$ cat src/rtl/ov_cam_dvp_capture_v2.sv
// DVP camera capture: RGB565 / YUV422-luma / RAW8 byte stream to RGB888 frame-buffer writes.
// Optional capture window: define OV_CAM_CROP_EN to add the crop_x0/x1/y0/y1 ports.
module ov_cam_dvp_capture_v2 #(
    parameter int DATA_WIDTH = 8,
    parameter int DVPHO      = 640,
    parameter int DVPVO      = 480,
    parameter int ADDR_WIDTH = 19
) (
    input  logic                  clock,
    input  logic                  reset,
    input  logic                  vsync,
    input  logic                  href,
    input  logic [DATA_WIDTH-1:0] d_in,
    input  logic [1:0]            mode,
`ifdef OV_CAM_CROP_EN
    input  logic [15:0]           crop_x0,
    input  logic [15:0]           crop_x1,
    input  logic [15:0]           crop_y0,
    input  logic [15:0]           crop_y1,
`endif
    output logic [23:0]           pixel_data_out,
    output logic [ADDR_WIDTH-1:0] address_out,
    output logic                  we,
    output logic                  frame_done,
    output logic                  overflow,
    output logic [15:0]           frame_count
);
    localparam logic [1:0]  MODE_RGB565 = 2'b00;
    localparam logic [1:0]  MODE_YUV422 = 2'b01;
    localparam logic [1:0]  MODE_RAW8   = 2'b10;
    localparam logic [31:0] PIX_TOTAL   = 32'(DVPHO * DVPVO);

    typedef enum logic [1:0] {SYNC, WAIT_FRAME, ACTIVE} state_t;

    state_t                state_q, state_d;
    logic [1:0]            mode_q, mode_d;
    logic                  phase_q, phase_d;
    logic [7:0]            hi_q, hi_d;
    logic [ADDR_WIDTH-1:0] addr_q, addr_d;
    logic                  we_q, we_d;
    logic [23:0]           pix_q, pix_d;
    logic                  done_q, done_d;
    logic                  ovf_q, ovf_d;
    logic [15:0]           fcnt_q, fcnt_d;

    logic [7:0]  byte_w;
    logic [15:0] rgb_w;
    logic [31:0] next_addr;
    logic        px_vld;
    logic [23:0] px_val;
    logic        px_keep;

`ifdef OV_CAM_CROP_EN
    logic [15:0] cx0_q, cx0_d, cx1_q, cx1_d, cy0_q, cy0_d, cy1_q, cy1_d;
    logic [15:0] x_q, x_d, y_q, y_d;
    logic        href_q;
`endif

    assign pixel_data_out = pix_q;
    assign address_out    = addr_q;
    assign we             = we_q;
    assign frame_done     = done_q;
    assign overflow       = ovf_q;
    assign frame_count    = fcnt_q;

    always_comb begin
        state_d   = state_q;
        mode_d    = mode_q;
        phase_d   = phase_q;
        hi_d      = hi_q;
        addr_d    = addr_q;
        we_d      = 1'b0;
        pix_d     = pix_q;
        done_d    = 1'b0;
        ovf_d     = ovf_q;
        fcnt_d    = fcnt_q;
        px_vld    = 1'b0;
        px_val    = '0;
        px_keep   = 1'b1;
        byte_w    = d_in[DATA_WIDTH-1 -: 8];
        rgb_w     = {hi_q, byte_w};
        // A write still pending in we_q has not yet been counted into addr_q.
        next_addr = 32'(addr_q) + 32'(we_q);
`ifdef OV_CAM_CROP_EN
        cx0_d   = cx0_q;
        cx1_d   = cx1_q;
        cy0_d   = cy0_q;
        cy1_d   = cy1_q;
        x_d     = x_q;
        y_d     = y_q;
        px_keep = (x_q >= cx0_q) && (x_q <= cx1_q) && (y_q >= cy0_q) && (y_q <= cy1_q);
`endif
        if (we_q) begin
            addr_d = addr_q + ADDR_WIDTH'(1);
        end

        case (state_q)
            SYNC: begin
                if (vsync) state_d = WAIT_FRAME;
            end
            WAIT_FRAME: begin
                if (!vsync) begin
                    state_d = ACTIVE;
                    mode_d  = mode;
                    phase_d = 1'b0;
                    addr_d  = '0;
                    ovf_d   = 1'b0;
`ifdef OV_CAM_CROP_EN
                    cx0_d = crop_x0;
                    cx1_d = crop_x1;
                    cy0_d = crop_y0;
                    cy1_d = crop_y1;
                    x_d   = '0;
                    y_d   = '0;
`endif
                end
            end
            ACTIVE: begin
                // Entry needs vsync low, so vsync high here is always its rising edge.
                if (vsync) begin
                    state_d = WAIT_FRAME;
                    done_d  = 1'b1;
                    fcnt_d  = fcnt_q + 16'd1;
                    phase_d = 1'b0;
                end else if (href) begin
                    case (mode_q)
                        MODE_RGB565: begin
                            phase_d = ~phase_q;
                            if (phase_q) begin
                                px_vld = 1'b1;
                                px_val = {rgb_w[15:11], rgb_w[15:13], rgb_w[10:5], rgb_w[10:9],
                                          rgb_w[4:0], rgb_w[4:2]};
                            end else begin
                                hi_d = byte_w;
                            end
                        end
                        MODE_YUV422: begin
                            // Luma is held until its chroma byte so a lone trailing Y is dropped.
                            phase_d = ~phase_q;
                            if (phase_q) begin
                                px_vld = 1'b1;
                                px_val = {hi_q, hi_q, hi_q};
                            end else begin
                                hi_d = byte_w;
                            end
                        end
                        MODE_RAW8: begin
                            px_vld = 1'b1;
                            px_val = {byte_w, byte_w, byte_w};
                        end
                        default: ;
                    endcase
                    if (px_vld) begin
`ifdef OV_CAM_CROP_EN
                        x_d = x_q + 16'd1;
`endif
                        if (px_keep) begin
                            if (next_addr >= PIX_TOTAL) begin
                                ovf_d = 1'b1;
                            end else begin
                                we_d  = 1'b1;
                                pix_d = px_val;
                            end
                        end
                    end
                end else begin
                    phase_d = 1'b0;
`ifdef OV_CAM_CROP_EN
                    x_d = '0;
                    if (href_q) y_d = y_q + 16'd1;
`endif
                end
            end
            default: state_d = SYNC;
        endcase
    end

    always_ff @(posedge clock) begin
        if (reset) begin
            state_q <= SYNC;
            mode_q  <= '0;
            phase_q <= 1'b0;
            hi_q    <= '0;
            addr_q  <= '0;
            we_q    <= 1'b0;
            pix_q   <= '0;
            done_q  <= 1'b0;
            ovf_q   <= 1'b0;
            fcnt_q  <= '0;
`ifdef OV_CAM_CROP_EN
            cx0_q  <= '0;
            cx1_q  <= '0;
            cy0_q  <= '0;
            cy1_q  <= '0;
            x_q    <= '0;
            y_q    <= '0;
            href_q <= 1'b0;
`endif
        end else begin
            state_q <= state_d;
            mode_q  <= mode_d;
            phase_q <= phase_d;
            hi_q    <= hi_d;
            addr_q  <= addr_d;
            we_q    <= we_d;
            pix_q   <= pix_d;
            done_q  <= done_d;
            ovf_q   <= ovf_d;
            fcnt_q  <= fcnt_d;
`ifdef OV_CAM_CROP_EN
            cx0_q  <= cx0_d;
            cx1_q  <= cx1_d;
            cy0_q  <= cy0_d;
            cy1_q  <= cy1_d;
            x_q    <= x_d;
            y_q    <= y_d;
            href_q <= href;
`endif
        end
    end
endmodule

$ cat config.mk
export PLATFORM = sky130hd
export DESIGN_NAME = ov_cam_dvp_capture_v2
export DESIGN_NICKNAME = d
export VERILOG_FILES = /design/src/rtl/ov_cam_dvp_capture_v2.sv
export SDC_FILE = /design/constraint.sdc
export NUM_CORES = 1
export LEC_CHECK = 0
export ABC_CLOCK_PERIOD_IN_PS = 2500
export CELL_PAD_IN_SITES_DETAIL_PLACEMENT = 2
export CELL_PAD_IN_SITES_GLOBAL_PLACEMENT = 2
export CORE_MARGIN = 1
export CORE_UTILIZATION = 30
export DETAILED_ROUTE_END_ITERATION = 7
export PLACE_DENSITY_LB_ADDON = 0.1
export REMOVE_ABC_BUFFERS = 1
export SLEW_MARGIN = 40
export SYNTH_ARGS = -nofsm -noshare
export SYNTH_HDL_FRONTEND = slang
export SYNTH_SLANG_ARGS = --single-unit
$ cat constraint.sdc
create_clock -name clock -period 2.5 [get_ports clock]
set_input_delay 0.625 -clock clock [delete_from_list [all_inputs] [get_ports clock]]
set_output_delay 0.625 -clock clock [all_outputs]
set_load 0.1 [all_outputs]
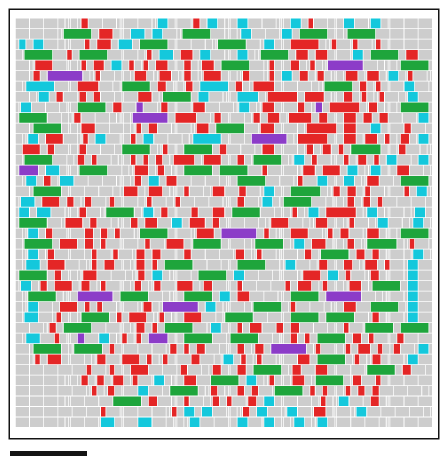
*Cell classes on the final placement*
The bar under the picture is 20 um long. Fill, decap, tap and diode cells in grey.
class	colour	cells	share of their area
flip-flops	green	75	33%
all other logic	red	304	43%
other buffers and delay cells	cyan	104	18%
clock drivers and dummy loads	purple	14	5.8%
Finished Cell Area: 4800 um^2
fraction of area in registers: 31.36%
standard-cell row count: 39

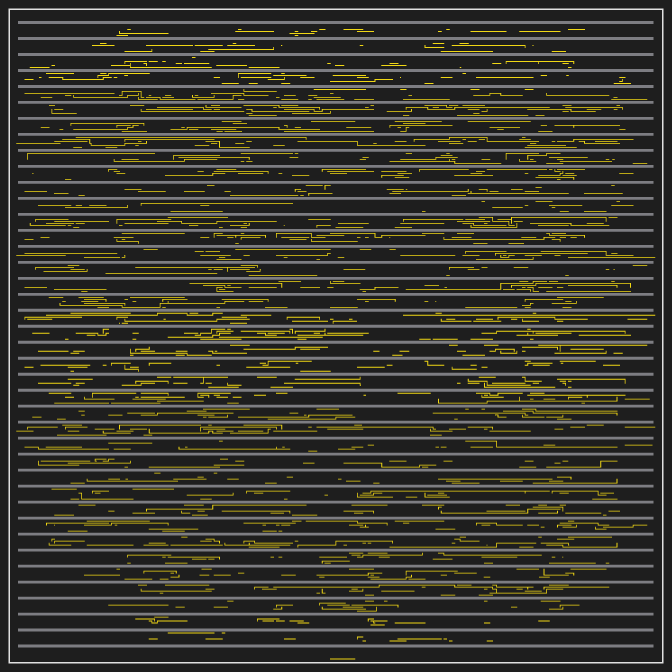
*Met1 routing*
Supply wires on this layer in grey.
nets with wire on the layer	461
main direction	horizontal
Routed Wire Length: 11010 um
Vias: 3304
met1 usage: 20.97%

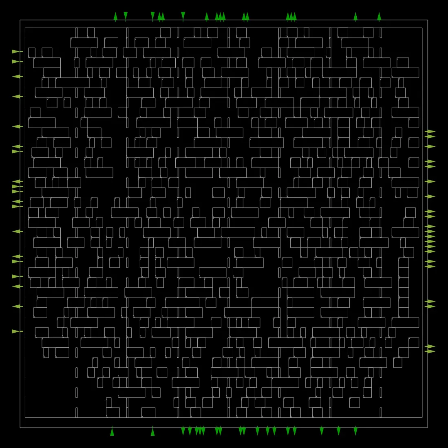
*Cell placement*
final instance count without filler cells: 640
Tapcells: 143
share of the core filled with cells: 41.85%
placeable core region: 11470 um^2
filler cell count in the final layout: 1274

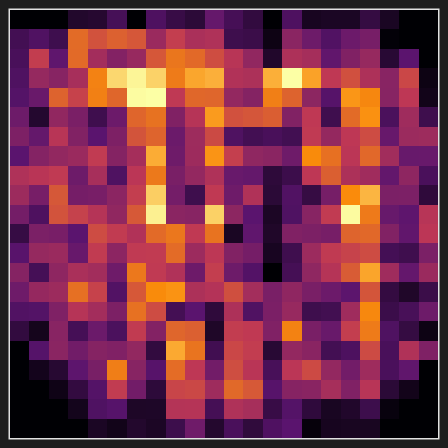
*Signal metal coverage by tile*
The die is cut into 22 by 22 equal tiles; black is low, pale yellow is high, scaled to the fullest tile. Values are wire area over tile area, all layers added.
tiles over half the peak	26%
densest ninth of the die	north
nearly empty tiles	6.4%
all-layer global routing usage: 18.58%
post-DR wirelength/cell: 17.20 um

==> impl_results.rst <==
Physical design figures
=======================

.. list-table::
   :header-rows: 1

   * - Metric
     - Value
   * - Ant. Diodes
     - 0
   * - Clock root buffer
     - sky130_fd_sc_hd__clkbuf_16
   * - Leading power group
     - sequential cells
   * - Yosys stat chip area
     - 3560 um^2
   * - Most frequently used flop master after synthesis
     - sky130_fd_sc_hd__dfxtp_1
   * - Fraction of layout instances using a drive strength above 1
     - 28.37%
   * - Leading cell types in the layout, fill and taps excluded
     - sky130_fd_sc_hd__buf_4, sky130_fd_sc_hd__dfxtp_1, sky130_fd_sc_hd__nor2_1, sky130_fd_sc_hd__a21oi_1, sky130_fd_sc_hd__nand2_1
   * - Proportion of synthesized flip-flops having asynchronous set or reset
     - 0%
   * - Part of the power in registers
     - 48.0%
   * - Global route total overflow
     - 0
   * - Count of final hold-check violations
     - 0
   * - TritonCTS Buffers
     - 9
   * - Hold Worst Slack
     - 0.4967 ns
   * - Stage-log warning count
     - 28
   * - Clock tree from TritonCTS
     - built
   * - HPWL after DPL
     - 8143 um
   * - Hold crit path type
     - register to register
   * - Share of the synthesized area in the top cell type
     - 42.18%
   * - Via-per-instance ratio
     - 5.163
   * - Synth flops
     - 75
   * - Most used logic cell in the final layout
     - sky130_fd_sc_hd__buf_4
   * - Placed cell count
     - 622
   * - Run status
     - finished clean
   * - Clock edge transition at the registers on the reported setup and hold paths
     - 0.06 ns
   * - Syn Area/Cell
     - 8.855 um^2
   * - Actual transition at the worst max-transition pin
     - 0.4599 ns
   * - Power Internal
     - 1.953 mW
   * - Setup TNS
     - 0 ns
   * - Number of global-route vias before repair
     - 3517
   * - Number of enable-type register cells in the synthesized netlist
     - 0
   * - Worst-path cell chain
     - nand4_1 -> nor4_4 -> and4b_4 -> a211oi_4 -> o211ai_4 -> and2_4 -> buf_12 -> o221a_1
   * - Cell types with the largest area share after synthesis
     - sky130_fd_sc_hd__dfxtp_1, sky130_fd_sc_hd__a21oi_1, sky130_fd_sc_hd__nor2_1
   * - Arr. time, crit path
     - 2.63 ns
   * - Cell area after synthesis
     - 3560 um^2
   * - Synth warnings
     - 0
   * - GP Congestion
     - 0.7437
   * - Total power per unit cell area
     - 524.5 nW/um^2
   * - Max stage delay on crit path
     - 0.45 ns
   * - Post CTS Setup Buffer Count
     - 0
   * - Worst supply voltage drop on vdd
     - 0.4321 mV
   * - Max frequency
     - 0.4149 GHz
   * - Maximum level of the CTS H-tree
     - 3
   * - # IOs
     - 76
   * - Longest Clk Path Bufs
     - 2
   * - Switch share
     - 22.42%
   * - Buffers & Inverters on Critical Path
     - 1
   * - CTS Hold Buffers Added
     - 0
   * - R2R Setup Slk
     - 0.09 ns
   * - Sort of element at the start of the critical path
     - register
   * - Critical path peak fanout
     - 14
   * - DP Worst Slack
     - -0.04297 ns
   * - Total power
     - 2.517 mW
   * - Pin count of the biggest net entering global routing
     - 41
   * - Global-route wire length before repair
     - 18130 um
   * - Max-slew violation total from the final report
     - 0
   * - Remaining design rule violation count
     - 0
   * - Top cell types by occurrence after synthesis
     - sky130_fd_sc_hd__dfxtp_1, sky130_fd_sc_hd__nor2_1, sky130_fd_sc_hd__a21oi_1
   * - Share of power burned in combinational logic
     - 4.6%
   * - Total clock network power
     - 1.19 mW
   * - Area post-placement
     - 4444 um^2
   * - Number of resized instances in the post-cts repair step
     - 1
   * - Sw power
     - 564.3 uW
   * - Sequential fraction of the synthesis area
     - 42.18%
   * - Antenna violations before repair
     - 0
   * - CP max-delay cell
     - sky130_fd_sc_hd__nor4_4
   * - Iteration-0 DRC Markers
     - 82
   * - Sequential-cell power consumption
     - 1.21 mW
   * - Iteration tally of the first detailed-router pass
     - 4
   * - Power share of the clock group
     - 47.4%
   * - Shortest clock period the worst path allows after layout
     - 2.410 ns
   * - Count of max-cap constraint violations
     - 0
   * - Synthesis-to-finish area growth
     - 34.83%
   * - Die Outline Area
     - 12310 um^2
   * - Final setup violating endpoints
     - 0
   * - Post-DRT Antenna Nets
     - 0
   * - Die Width
     - 110.9 um
   * - Kind of critical path
     - register to register
   * - Setup skew after layout
     - 0.004099 ns
-- layer usage --
layer / vias up / GRT usage [%] / routed length [um]
li1: 1613 / - / -
met1: 1617 / 20.97 / 4752
met2: 61 / 33.83 / 5660
met3: 13 / 4.702 / 410
met4: 0 / 6.133 / 182
met5: - / 0 / 0
-- logic make-up (layout without fill, tap and decap cells) --
| group | count (synthesis) | count (layout) | synth area share [%] |
|---|---|---|---|
| AND-OR/OR-AND | 100 | 100 | 20.28 |
| XOR/XNOR | 28 | 28 | 6.889 |
| adder cells (fa/ha/maj) | 7 | 7 | 2.460 |
| buffers and inverters | 31 | 126 | 3.937 |
| flip-flops | 75 | 75 | 42.18 |
| multiplexers | 10 | 10 | 2.812 |
| AND/OR/NAND/NOR | 151 | 151 | 21.44 |
-- final timing paths --
path	startpoint	end	cells after the start
worst max-delay path	address_out[9]$_SDFF_PP0_	pixel_data_out[2]$_SDFFE_PP0P_	8
worst min-delay path	hi_q[4]$_SDFFE_PP0P_	hi_q[4]$_SDFFE_PP0P_	2
worst max register to register	address_out[9]$_SDFF_PP0_	pixel_data_out[2]$_SDFFE_PP0P_	8
worst min register to register	hi_q[4]$_SDFFE_PP0P_	hi_q[4]$_SDFFE_PP0P_	2
-- area by class of cell --
class                           instances  area (um^2)
Sequential cell                        75         1505
Tap cell                              143        178.9
Timing Repair Buffer                  104        853.3
Fill cell                            1274         6668
Inverter                                8        30.03
Multi-Input combinational cell        296         1964
Clock inverter                          3        15.01
Clock buffer                           11        252.7
-- flip-flops by register name, indices dropped and copies added (netlist names) --
signal / count
pixel_data_out: 24
address_out: 19
frame_count: 16
hi_q: 8
mode_q: 2
state_q: 2
frame_done: 1
overflow: 1
phase_q: 1
we: 1
Power is estimated from default activity; no workload was simulated.
